**Run 1: a small window of the routed layout**

Region (39, 3) to (69, 33) um. Cells in gray, sequential cells in the stronger gray; small squares are vias.
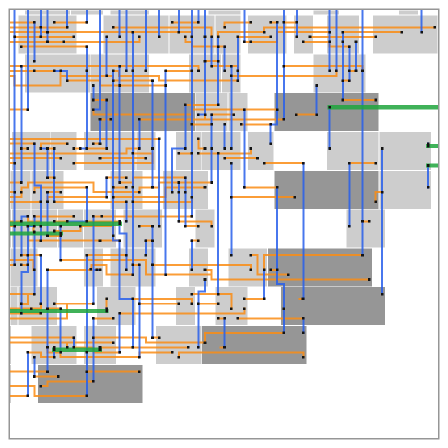
**Run 1: clock wires, drivers and flops**

The bar under the picture is 20 um long.
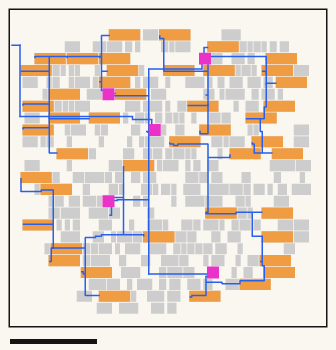
**Run 1: sizing map**

The bar under the picture is 20 um long.
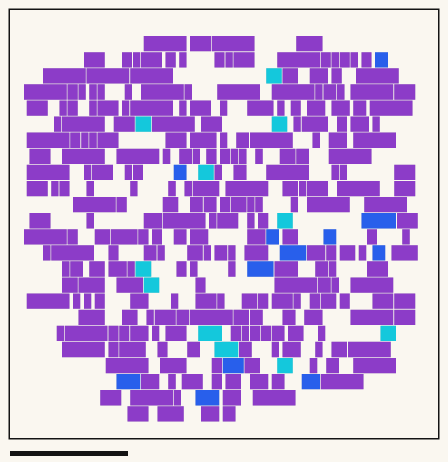
**Run 1: clock wiring as the flow saved it**

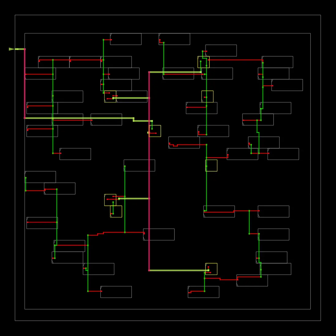
===== src/rtl/usb_device_rx_decoder_pkg.sv =====
// Shared definitions for the USB device receive decoder: line-state
// encodings, RX state encoding, stuffing/SYNC constants and the PID helper.
package usb_device_rx_decoder_pkg;

    // Raw {D+,D-} encodings of the single-ended line states
    localparam logic [1:0] LINE_SE0_ENC = 2'b00;
    localparam logic [1:0] LINE_SE1_ENC = 2'b11;

    // Run of ones after which a zero is inserted by the transmitter
    localparam int unsigned STUFF_LIMIT    = 6;
    // Minimum decoded zeros (including the J->K start) before the closing 1 of SYNC
    localparam int unsigned SYNC_MIN_ZEROS = 5;

    localparam int unsigned ONES_W     = 3;
    localparam int unsigned ZERO_W     = 3;
    localparam int unsigned BIT_W      = 3;
    localparam int unsigned EOP_W      = 2;
    localparam int unsigned RX_STATE_W = 3;

    typedef enum logic [1:0] {
        LINE_J   = 2'd0,
        LINE_K   = 2'd1,
        LINE_SE0 = 2'd2,
        LINE_SE1 = 2'd3
    } line_e;

    typedef enum logic [RX_STATE_W-1:0] {
        ST_IDLE  = 3'd0,
        ST_SYNC  = 3'd1,
        ST_DATA  = 3'd2,
        ST_EOP   = 3'd3,
        ST_ABORT = 3'd4
    } rx_state_e;

    // A PID byte carries its check nibble as the complement of the type nibble
    function automatic logic pid_ok(input logic [7:0] pid);
        return pid[7:4] == ~pid[3:0];
    endfunction

endpackage


===== src/rtl/usb_nrzi_unstuff.sv =====
// NRZI decoder and bit unstuffer.
// Ports:
//   clock, reset     - bit clock, synchronous active-high reset
//   line             - classified line state of the current sample
//   enable           - packet body is being received (stuffing is tracked)
//   load             - SYNC just completed; its closing 1 starts the ones run
//   bit_c            - decoded NRZI bit (meaningful on J/K samples only)
//   bit_valid_c      - decoded bit is a payload bit (stuffed zeros removed)
//   stuff_err_c      - a 1 arrived where a stuffed zero was required
module usb_nrzi_unstuff
    import usb_device_rx_decoder_pkg::*;
(
    input  logic  clock,
    input  logic  reset,
    input  line_e line,
    input  logic  enable,
    input  logic  load,
    output logic  bit_c,
    output logic  bit_valid_c,
    output logic  stuff_err_c
);

    logic              prev_j;
    logic [ONES_W-1:0] ones;
    logic              is_jk;
    logic              at_limit;

    assign is_jk       = (line == LINE_J) || (line == LINE_K);
    assign bit_c       = ((line == LINE_J) == prev_j);
    assign at_limit    = (ones == ONES_W'(STUFF_LIMIT));
    assign bit_valid_c = enable && is_jk && !at_limit;
    assign stuff_err_c = enable && is_jk && at_limit && bit_c;

    // Last J/K level (idle line is J) and the running count of decoded ones
    always_ff @(posedge clock) begin
        if (reset) begin
            prev_j <= 1'b1;
            ones   <= '0;
        end else begin
            if (is_jk) begin
                prev_j <= (line == LINE_J);
            end
            if (load) begin
                ones <= ONES_W'(1);
            end else if (enable && is_jk) begin
                if (at_limit || !bit_c) begin
                    ones <= '0;
                end else begin
                    ones <= ones + ONES_W'(1);
                end
            end
        end
    end

endmodule


===== src/rtl/usb_device_rx_decoder.sv =====
// Device-side USB receive decoder: line classification, NRZI decode, SYNC
// detection, unstuffing, byte assembly, PID strobe, EOP and bus-reset detect.
// Optional PID check nibble verification: define USB_RX_PID_CHECK_EN.
// Ports:
//   clock, reset            - bit clock, synchronous active-high reset
//   J_state, K_state        - {D+,D-} encodings of J and K for the bus speed
//   usb_signals             - sampled {D+,D-}
//   rx_active               - packet in progress (SYNC seen, no EOP/abort yet)
//   rx_data                 - last assembled byte, held until the next rx_valid
//   rx_valid, rx_pid_valid  - byte strobe, and first-byte-of-packet strobe
//   rx_eop, rx_error        - clean end of packet / protocol error strobes
//   usb_reset_det           - SE0 has lasted at least RESET_CYCLES samples
module usb_device_rx_decoder
    import usb_device_rx_decoder_pkg::*;
#(
    parameter int unsigned RESET_CYCLES = 16
) (
    input  logic       clock,
    input  logic       reset,
    input  logic [1:0] J_state,
    input  logic [1:0] K_state,
    input  logic [1:0] usb_signals,
    output logic       rx_active,
    output logic [7:0] rx_data,
    output logic       rx_valid,
    output logic       rx_pid_valid,
    output logic       rx_eop,
    output logic       rx_error,
    output logic       usb_reset_det
);

    localparam int unsigned RST_W = $clog2(RESET_CYCLES + 1);

    rx_state_e         state, state_d;
    logic [1:0]        sample;
    line_e             line_c;
    logic [ZERO_W-1:0] zero_cnt, zero_d;
    logic [BIT_W-1:0]  bit_cnt, bit_d;
    logic [EOP_W-1:0]  eop_cnt, eop_cnt_d;
    logic              j_cnt, j_cnt_d;
    logic [7:0]        shift, shift_d, data_d, byte_c;
    logic              first_byte, first_d;
    logic              active_d, valid_d, pid_d, eop_d, err_d;
    logic [RST_W-1:0]  se0_run, se0_run_d;
    logic              load_c, bit_c, bit_valid_c, stuff_err_c;

    // Line-state classification of the registered pin sample
    always_comb begin
        line_c = LINE_K;
        if (sample == LINE_SE0_ENC) begin
            line_c = LINE_SE0;
        end else if (sample == LINE_SE1_ENC) begin
            line_c = LINE_SE1;
        end else if (sample == J_state) begin
            line_c = LINE_J;
        end else if (sample == K_state) begin
            line_c = LINE_K;
        end
    end

    usb_nrzi_unstuff u_nrzi_unstuff (
        .clock       (clock),
        .reset       (reset),
        .line        (line_c),
        .enable      (state == ST_DATA),
        .load        (load_c),
        .bit_c       (bit_c),
        .bit_valid_c (bit_valid_c),
        .stuff_err_c (stuff_err_c)
    );

    assign byte_c = {bit_c, shift[7:1]};

    // SE0 run length, saturating at the bus-reset threshold
    always_comb begin
        se0_run_d = '0;
        if (line_c == LINE_SE0) begin
            se0_run_d = (se0_run == RST_W'(RESET_CYCLES)) ? se0_run : se0_run + RST_W'(1);
        end
    end

    // Receive FSM: next state and registered-output values
    always_comb begin
        state_d   = state;
        zero_d    = zero_cnt;
        bit_d     = bit_cnt;
        eop_cnt_d = eop_cnt;
        j_cnt_d   = 1'b0;
        shift_d   = shift;
        data_d    = rx_data;
        first_d   = first_byte;
        active_d  = rx_active;
        valid_d   = 1'b0;
        pid_d     = 1'b0;
        eop_d     = 1'b0;
        err_d     = 1'b0;
        load_c    = 1'b0;

        case (state)
            ST_IDLE: begin
                // A K that decodes to 0 can only follow a J: start of SYNC
                if (line_c == LINE_K && !bit_c) begin
                    state_d = ST_SYNC;
                    zero_d  = ZERO_W'(1);
                end
            end
            ST_SYNC: begin
                if (line_c == LINE_J || line_c == LINE_K) begin
                    if (!bit_c) begin
                        if (zero_cnt != '1) begin
                            zero_d = zero_cnt + ZERO_W'(1);
                        end
                    end else if (zero_cnt >= ZERO_W'(SYNC_MIN_ZEROS)) begin
                        state_d  = ST_DATA;
                        active_d = 1'b1;
                        load_c   = 1'b1;
                        bit_d    = '0;
                        first_d  = 1'b1;
                    end else begin
                        state_d = ST_IDLE;
                    end
                end else begin
                    state_d = ST_IDLE;
                end
            end
            ST_DATA: begin
                if (line_c == LINE_SE1 || stuff_err_c ||
                    (line_c == LINE_SE0 && bit_cnt != '0)) begin
                    err_d    = 1'b1;
                    active_d = 1'b0;
                    state_d  = ST_ABORT;
                end else if (line_c == LINE_SE0) begin
                    state_d   = ST_EOP;
                    eop_cnt_d = EOP_W'(1);
                end else if (bit_valid_c) begin
                    shift_d = byte_c;
                    if (bit_cnt == BIT_W'(7)) begin
                        bit_d   = '0;
                        first_d = 1'b0;
`ifdef USB_RX_PID_CHECK_EN
                        if (first_byte && !pid_ok(byte_c)) begin
                            err_d    = 1'b1;
                            active_d = 1'b0;
                            state_d  = ST_ABORT;
                        end else begin
                            data_d  = byte_c;
                            valid_d = 1'b1;
                            pid_d   = first_byte;
                        end
`else
                        data_d  = byte_c;
                        valid_d = 1'b1;
                        pid_d   = first_byte;
`endif
                    end else begin
                        bit_d = bit_cnt + BIT_W'(1);
                    end
                end
            end
            ST_EOP: begin
                if (line_c == LINE_J) begin
                    eop_d    = 1'b1;
                    active_d = 1'b0;
                    state_d  = ST_IDLE;
                end else if (line_c == LINE_SE0 && eop_cnt != EOP_W'(2)) begin
                    eop_cnt_d = eop_cnt + EOP_W'(1);
                end else begin
                    err_d    = 1'b1;
                    active_d = 1'b0;
                    state_d  = ST_ABORT;
                end
            end
            ST_ABORT: begin
                // Recover only after the line has idled as J for two samples
                if (line_c == LINE_J) begin
                    j_cnt_d = 1'b1;
                    if (j_cnt) begin
                        j_cnt_d = 1'b0;
                        state_d = ST_IDLE;
                    end
                end
            end
            default: begin
                state_d = ST_IDLE;
            end
        endcase
    end

    // Pin sample, FSM state and registered outputs
    always_ff @(posedge clock) begin
        if (reset) begin
            sample        <= J_state;
            state         <= ST_IDLE;
            zero_cnt      <= '0;
            bit_cnt       <= '0;
            eop_cnt       <= '0;
            j_cnt         <= 1'b0;
            shift         <= '0;
            first_byte    <= 1'b0;
            se0_run       <= '0;
            rx_active     <= 1'b0;
            rx_data       <= 8'h00;
            rx_valid      <= 1'b0;
            rx_pid_valid  <= 1'b0;
            rx_eop        <= 1'b0;
            rx_error      <= 1'b0;
            usb_reset_det <= 1'b0;
        end else begin
            sample        <= usb_signals;
            state         <= state_d;
            zero_cnt      <= zero_d;
            bit_cnt       <= bit_d;
            eop_cnt       <= eop_cnt_d;
            j_cnt         <= j_cnt_d;
            shift         <= shift_d;
            first_byte    <= first_d;
            se0_run       <= se0_run_d;
            rx_active     <= active_d;
            rx_data       <= data_d;
            rx_valid      <= valid_d;
            rx_pid_valid  <= pid_d;
            rx_eop        <= eop_d;
            rx_error      <= err_d;
            usb_reset_det <= (se0_run_d == RST_W'(RESET_CYCLES));
        end
    end

endmodule


===== config.mk =====
export PLATFORM = sky130hd
export DESIGN_NAME = usb_device_rx_decoder
export DESIGN_NICKNAME = d
export VERILOG_FILES = /design/src/rtl/usb_device_rx_decoder_pkg.sv /design/src/rtl/usb_nrzi_unstuff.sv /design/src/rtl/usb_device_rx_decoder.sv
export SDC_FILE = /design/constraint.sdc
export NUM_CORES = 1
export LEC_CHECK = 0
export CORE_MARGIN = 2
export CORE_UTILIZATION = 50
export CTS_BUF_LIST = sky130_fd_sc_hd__clkbuf_4
export CTS_CLUSTER_DIAMETER = 60
export DETAILED_ROUTE_END_ITERATION = 10
export PLACE_DENSITY = 0.71
export SLEW_MARGIN = 15
export SYNTH_ARGS = -nofsm -noshare
export SYNTH_HDL_FRONTEND = slang
export SYNTH_SLANG_ARGS = --single-unit

===== constraint.sdc =====
create_clock -name clock -period 4 [get_ports clock]
set_input_delay 1 -clock clock [delete_from_list [all_inputs] [get_ports clock]]
set_output_delay 1 -clock clock [all_outputs]
set_load 0.05 [all_outputs]

==> results.txt, run 1 <==
Here are the numbers from the latest Yosys + OpenROAD run.

The logic depth of the worst setup path including buffers came out at 7. The worst ir drop on vdd came out at 174 uV. The share of the core area taken by cells at floorplan is 52.9%. The slowest stage of the critical path is the or4_4 cell.

The dominant power group in this design is registers. The number of global-route vias before repair came out at between 1,500 and 2,000. The number of multi-input logic gates came out at 200. The run finished with clean final reports. The power in combinational cells is 0.311 mW. The post-place setup slack is 0.661 ns. By instance count after routing, the leading logic cell types are 45 x dfxtp_1, 32 x nand2_1, 26 x nor2_1. The number of buffers inserted by hold repair at cts came out at 0. The power attributed to sequential cells is roughly 0.52 mW. The number of non-clock inverters in the layout is 16. The share of total power in sequential cells is approximately 49%.

The fraction of synthesized area in multiplexers came out at 4.82%. The number of cell instances on the worst register-to-register path is 7. The chip area line in the Yosys stat output reads 0.00233 mm^2.

The internal portion of the total power is between 0.6 and 0.7 mW. After detailed routing, the met3 layer carries ~180 um of wire. The number of nets with antenna violations after routing came out at 0.

The delay of the slowest cell on the worst path came out at 0.55 ns. The net count reported at finish came out at 309. Counting along the longest clock path gives a buffer depth of 2. There are 45 flip-flops and latches. Per STA, the startpoint of the critical path is J_state[1]. The most critical setup path has its endpoint at bit_cnt[1].

The layer flagged by global routing as most heavily used is met2. STA classifies the critical path endpoint as a flip-flop. The layout clock buffer count is 6. The layout buffering overhead excluding clock cells is 7.61%. Per the synthesis report, the simple-gate share of the synthesized area is 23.9%. The net switching power came out at 0.379 mW. The final period utilization came out at 73.6%. The leakage power total is 1.02 nW. The warning tally printed by Yosys for this design is 0. The horizontal die dimension came out at 72.3 um.

The global-route wire length before repair came out at 7.77 mm. The post-synthesis instance total is 274. The vertical extent of the die came out at a little over 70 um. The worst setup path is launched from a primary input. The switching portion of total power comes to a little over a third. The highest clock rate is 340 MHz.

The accumulated negative setup slack came out at 0 ns. The global routing usage on met1 is between 20% and 30%. The worst endpoint data arrival time is 3.25 ns.

The number of cells in the yosys synthesis report is 274. For this floorplan the total number of well-tap instances is 52. The total area inside the core boundary comes to 0.00441 mm^2. The initialized floorplan defines 24 standard-cell rows.

Per the synthesis report, the adder-cell share of the synthesized area is under 10%. The total setup buffers inserted after CTS is 0. The shortest clock period the worst path allows after layout came out at roughly 2.9 ns. The overall routed net length came out at 4.55 mm. In the synthesized netlist, the dominant kind of combinational cell is simple AND/OR/NAND/NOR gates.

STA shows the worst min-delay path finishing at j_cnt. For the worst min-delay path, the startpoint reported by OpenROAD is j_cnt. The post-synthesis async set-or-reset flop share is 0%. The instance count along the most critical hold path came out at 1. The top-level port count is 22. The library cell used as clock root buffer is clkbuf_4. Per STA, the worst path is made up of clkdlybuf4s50_1, xor2_1, or4_4, and3_4, a211o_1, or3_1, a31oi_1.
Back to the opening pictures, 'a small window of the routed layout':
M2: drawn in blue. M3: drawn in green. M1: drawn in orange.
Sequential cells in the window: 7. Most frequent: dfxtp_1 (7), nand2_1 (4). Netlist names of flops here include state (2). 55 logic cells have their middle in the window.

Back to the opening pictures, 'clock wires, drivers and flops':
flip-flops: drawn in orange, count 45. clock-net drivers: drawn in magenta, count 5. clock wires: drawn in blue, length 522 um.
There are 6 routed clock nets.
clock power share: 21.5%
Setup Skew: 0.00679 ns
P_clk: 0.226 mW
clock network latency to the later pin of the worst-skew pair: 0.37 ns

Back to the opening pictures, 'sizing map':
x3 and x4: drawn in cyan, cells 11, share 3.8%. x1 and smaller: drawn in purple, cells 266, share 92%. x2: drawn in blue, cells 12, share 4.2%.
post-synthesis to final-layout area growth: 11.3%
post-route cell area: 0.00260 mm^2
Worst Slack Setup Final: 1.06 ns
Non-clk bufs: 20

Back to the opening pictures, 'clock wiring as the flow saved it':
number of clock buffers inserted by TritonCTS: 5
number of clock sinks: 45

## run 1: cells in the mapped netlist, types with 4 or more instances
master	n	area, um^2
nor3_1	7	35.0
or2_2	5	31.3
nand4b_1	4	35.0
nor2_1	26	97.6
nand4_1	4	25.0
and2_1	4	25.0
mux2i_1	9	90.1
inv_1	16	60.1
a21oi_1	17	85.1
nand2_1	32	120
and3_1	4	25.0
o21ai_0	8	40.0
ha_1	13	163
clkbuf_1	9	33.8
nand3_1	8	40.0
dfxtp_1	45	901
## run 1: per-stage QoR
step	hold slack (ns)	power, mW	cell area, um^2
after floorplan	0.399	0.772	2330
after global placement	0.412	0.827	2540
after detailed placement	0.416	0.831	2540
after CTS	0.439	1.06	2600
after global routing	0.451	1.11	2600
final	0.439	1.05	2600
**Run 1: where the registers sit**

The bar under the picture is 20 um long. Other sequential cells in the stronger gray, the rest of the logic in the fainter gray.
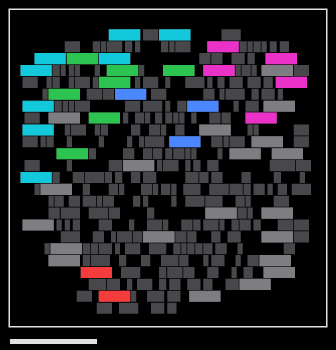

==> run 1 -> run 2 <==
- clock period: 4 -> 3.02 ns (I/O delays scaled with it)
**Run 2: where the registers sit**

The bar under the picture is 20 um long. Other sequential cells in the stronger gray, the rest of the logic in the fainter gray.
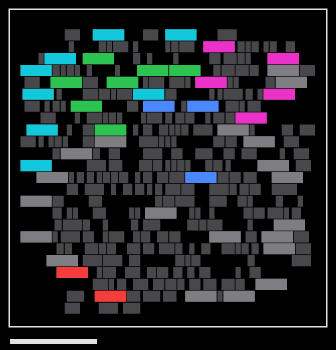
se0_run: drawn in magenta, sequential cells 5, where north-east. bit_cnt: drawn in blue, sequential cells 3. rx_data: drawn in cyan, sequential cells 8, where north-west. shift: drawn in green, sequential cells 7. sample: drawn in red, sequential cells 2.

==> run 2 against run 1 <==
- first-iteration DRC count grew 47%
- clock power grew 24%
- routed wire length rose by 0.90%
- area after synthesis unchanged
- final area up 2.1%
- hold slack worse by 0.0057 ns
- synthesized cell count unchanged
- total power rose by 34%
- critical path type unchanged
- highest routed layer unchanged
==> results.txt, run 2 <==
Here are the numbers from the latest Yosys + OpenROAD run.

The total setup buffers inserted after CTS came out at 0 (unchanged). The power attributed to sequential cells came out at 0.682 mW (was 0.515 mW). The number of buffers other than clock buffers in the final layout came out at 28 (was 20). The power consumed by the clock network came out at 0.281 mW (was 0.226 mW).

The top-level port count is 22 (unchanged). The post-place setup slack is 0.0361 ns (was 0.661 ns). The area fraction in full adders, half adders and majority gates came out at 6.97% (unchanged). The number of nets with antenna violations after routing came out at 0 (unchanged). The worst clock skew came out at 0.00359 ns (was 0.00679 ns). The area fraction in and, or, nand and nor cells is 23.9% (unchanged). The final-layout worst hold slack is 0.433 ns (was 0.439 ns). The post-place instance area is 0.00260 mm^2 (was 0.00254 mm^2). The amount of wire on met3 after detailed routing came out at 167 um (was 177 um).

The worst ir drop on vdd is 284 uV (was 174 uV). The hold path startpoint is j_cnt (unchanged). The cell type with the largest total area is dfxtp_1 (unchanged). The number of global-route vias before repair is 1,719 (was 1,667). The fraction of synthesized area in multiplexers came out at 4.82% (unchanged). The capturing element type of the critical path is a flip-flop (unchanged). The top cell type by instance count after synthesis is dfxtp_1 (unchanged).

The worst-case setup margin in the final layout came out at 0.392 ns (was 1.06 ns). The combinational family with the most area after synthesis is simple AND/OR/NAND/NOR gates (unchanged). The dominant power group is registers (unchanged). The end point of the worst hold path is j_cnt (unchanged). The net count reported at finish is 317 (was 309). The net switching power came out at 0.492 mW (was 0.379 mW). The number of buffers inserted by hold repair at cts came out at 0 (unchanged).

The number of tap cells inserted is 52 (unchanged). The deepest clock path buffer count is 2 (unchanged). The area fraction of the dominant cell type after synthesis is 38.6% (unchanged). The instance count along the most critical hold path came to 1 (unchanged). The clock latency on the worst-skew pair is 0.34 ns (was 0.37 ns). The power in combinational cells came out at 0.446 mW (was 0.311 mW). Run status: finished, final reports clean (unchanged).

The vertical extent of the die is 72.3 um (unchanged). The switching portion of total power came out at 34.9% (was 36.0%). In this build the clock could be raised as far as 381 MHz.

The overall routed net length was 4.59 mm (was 4.55 mm). The element type at the critical path start is a primary input (unchanged). The number of CTS-inserted buffers came out at 5 (unchanged).
run 2: cell counts after synthesis:
Identical to the previous run, type by type.
run 2: worst max-delay path by stage:
stage | start | end | slack, ns
after floorplan | J_state[1] | eop_cnt[1] | 0.47
after global placement | J_state[1] | bit_cnt[1] | 0.05
after detailed placement | J_state[1] | bit_cnt[1] | 0.04
after CTS | J_state[1] | bit_cnt[1] | 0.40
after global routing | J_state[1] | bit_cnt[1] | 0.34
final | J_state[1] | bit_cnt[1] | 0.39
run 2: worst max-delay path, stage by stage:
cell and delay, ns:
clkdlybuf4s50_1 0.43, xor2_1 0.17, or4_4 0.53, and3_4 0.21, a211o_1 0.37, or3_1 0.32
a31oi_1 0.12
**Run 2: clock wiring as the flow saved it**

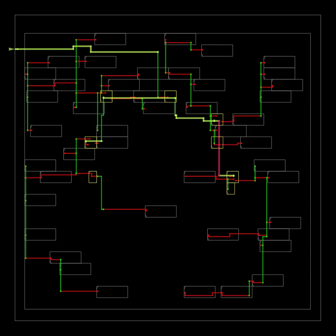

==> run 2 -> run 3 <==
- CORE_UTILIZATION: 50 -> 59
- PLACE_DENSITY: 0.71 -> 0.82
**Run 3: clock wiring as the flow saved it**

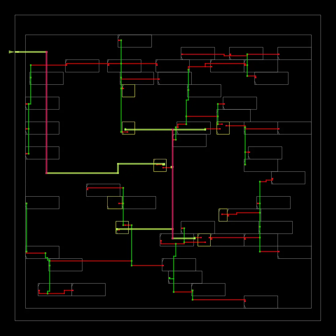
Setup Skew: 0.0122 ns
P_clk: 0.292 mW
flip-flop and latch count: 45
clock network latency to the later pin of the worst-skew pair: 0.36 ns
Clock buffer cells: 5

==> run 3 against run 2 <==
- critical path depth stayed put
- non-clock buffer count stayed put
- sequential power hardly changed
- combinational power hardly changed
- final area hardly changed
- sequential share of layout area hardly changed
- global-route usage is 5.2 points higher
- critical path type unchanged
- critical endpoint unchanged
==> results.txt, run 3 <==
Here are the numbers from the latest Yosys + OpenROAD run.

The switching portion of total power is 36.0% (was 34.9%). Run status: finished, final reports clean (unchanged). The number of global-route vias before repair came out at 1,881 (was 1,719).

The number of nets with antenna violations after routing came out at 0 (unchanged). The type of the worst setup path is in -> reg (unchanged). The vertical extent of the die came to 66.9 um (was 72.3 um). The post-synthesis async set-or-reset flop share came out at 0% (unchanged). The number of CTS-inserted buffers came out at 5 (unchanged). The number of cells in the yosys synthesis report came out at 274 (unchanged).

The overall routed net length came to 4.64 mm (was 4.59 mm). The buffer-and-inverter tally for the worst setup path came out at 1 (unchanged). The count of yosys warnings during synthesis came to 0 (unchanged). The global routing usage on met1 came out at 28.9% (was 24.7%).

The endpoint of the most critical setup path was bit_cnt[1] (unchanged). Biggest area cells: dfxtp_1 39%, ha_1 7.0%, nand2_1 5.1% (unchanged). The highest-delay cell along the critical path is or4_4 (unchanged). The highest clock rate came out at 385 MHz (was 381 MHz). The internal power contribution is 0.911 mW (was 0.917 mW). The top-level port count came out at 22 (unchanged). The total core area is 0.00374 mm^2 (was 0.00441 mm^2). The number of cell instances on the worst register-to-register path was 8 (unchanged). The global routing's busiest layer is met2 (unchanged). The sink count of the clock tree is 45 (unchanged). The worst endpoint data arrival time came out at 2.89 ns (was 2.91 ns). The total setup buffers inserted after CTS came to 0 (unchanged).

The number of multi-input logic gates was 200 (unchanged). The hold path startpoint is j_cnt (unchanged). The chip area line of the yosys report is 0.00233 mm^2 (unchanged). The logic depth of the worst setup path including buffers came out at 7 (unchanged). The total power came out at 1.43 mW (was 1.41 mW). The area fraction of the dominant cell type after synthesis is 38.6% (unchanged).

The fraction of synthesized area in multiplexers is 4.82% (unchanged). The final period utilization is 86.0% (was 87.0%). The layout overhead on the synthesized area is 13.6% (about the same). The layout buffering overhead excluding clock cells came out at 9.72% (about the same). The end point of the worst hold path is j_cnt (unchanged). Crit-path cells: clkdlybuf4s50_1, xor2_1, or4_4, and3_4, a211o_1, or3_1, a31oi_1 (unchanged). The kind of cell with the highest combined delay on the critical path is simple AND/OR/NAND/NOR gates (unchanged).

The number of non-clock inverters in the layout was 16 (unchanged). The largest contributor to cell area by class was combinational gates (unchanged). The final-layout worst hold slack is 0.435 ns (was 0.433 ns). The leakage power total is 1.06 nW (about the same). The library cell used as clock root buffer is clkbuf_4 (unchanged). The clock share of power came out at 20.5% (was 19.9%).

The delay of the slowest cell on the worst path is 0.52 ns (was 0.53 ns). The global-route wire length before repair is 8.14 mm (was 7.58 mm). Synth cell count leaders: 45 x dfxtp_1, 32 x nand2_1, 26 x nor2_1 (unchanged). The share of cell area taken by flip-flops and latches is 34.0% (about the same). Dominant logic cell types in the final layout: 45 x dfxtp_1, 32 x nand2_1, 26 x nor2_1 (unchanged). The deepest clock path buffer count is 2 (unchanged). The shortest clock period the worst path allows after layout came out at 2.60 ns (was 2.63 ns).

The net switching power is 0.514 mW (was 0.492 mW). The horizontal die dimension came out at 66.9 um (was 72.3 um). The combinational family with the most area after synthesis was simple AND/OR/NAND/NOR gates (unchanged).

The accumulated negative setup slack came to 0 ns (unchanged). The number of buffers inserted by hold repair at cts is 0 (unchanged). The start point of the critical path is J_state[1] (unchanged). The capturing element type of the critical path is a flip-flop (unchanged). The number of buffers other than clock buffers in the final layout came to 28 (unchanged).

The number of tap cells inserted is 48 (was 52). The worst ir drop on vdd came out at 308 uV (was 284 uV). The area fraction in full adders, half adders and majority gates came to 6.97% (unchanged). The share of total power in sequential cells came to 48.1% (was 48.4%). The post-synthesis instance total came out at 274 (unchanged).
==> run 3: power groups by stage <==
stage	Clock, mW	Combinational [mW]	Sequential, mW
after CTS	0.299	0.444	0.683
final	0.292	0.448	0.685
after global placement	0	0.431	0.693
after detailed placement	0	0.439	0.695
after global routing	0.330	0.501	0.690
after floorplan	0	0.357	0.666
==> run 3: metal layers <==
metal / vias to the layer above / part of all wire [%] / wire length (um)
met5: - / 0 / 0
met4: 0 / 1.6 / 74
met3: 10 / 4.4 / 205
met2: 39 / 49 / 2260
met1: 924 / 45 / 2100
li1: 1013 / - / -
==> run 3: metrics by stage <==
stage	utilization (%)	area, um^2	worst slack [ns]
finish	70.8	2650	0.423
global route	70.8	2650	0.358
CTS	70.8	2650	0.438
detailed placement	69.3	2590	0.0433
global placement	69.3	2590	0.0730
floorplan	-	2330	0.473
No activity file was given, so power comes from the tool's default toggle rates.
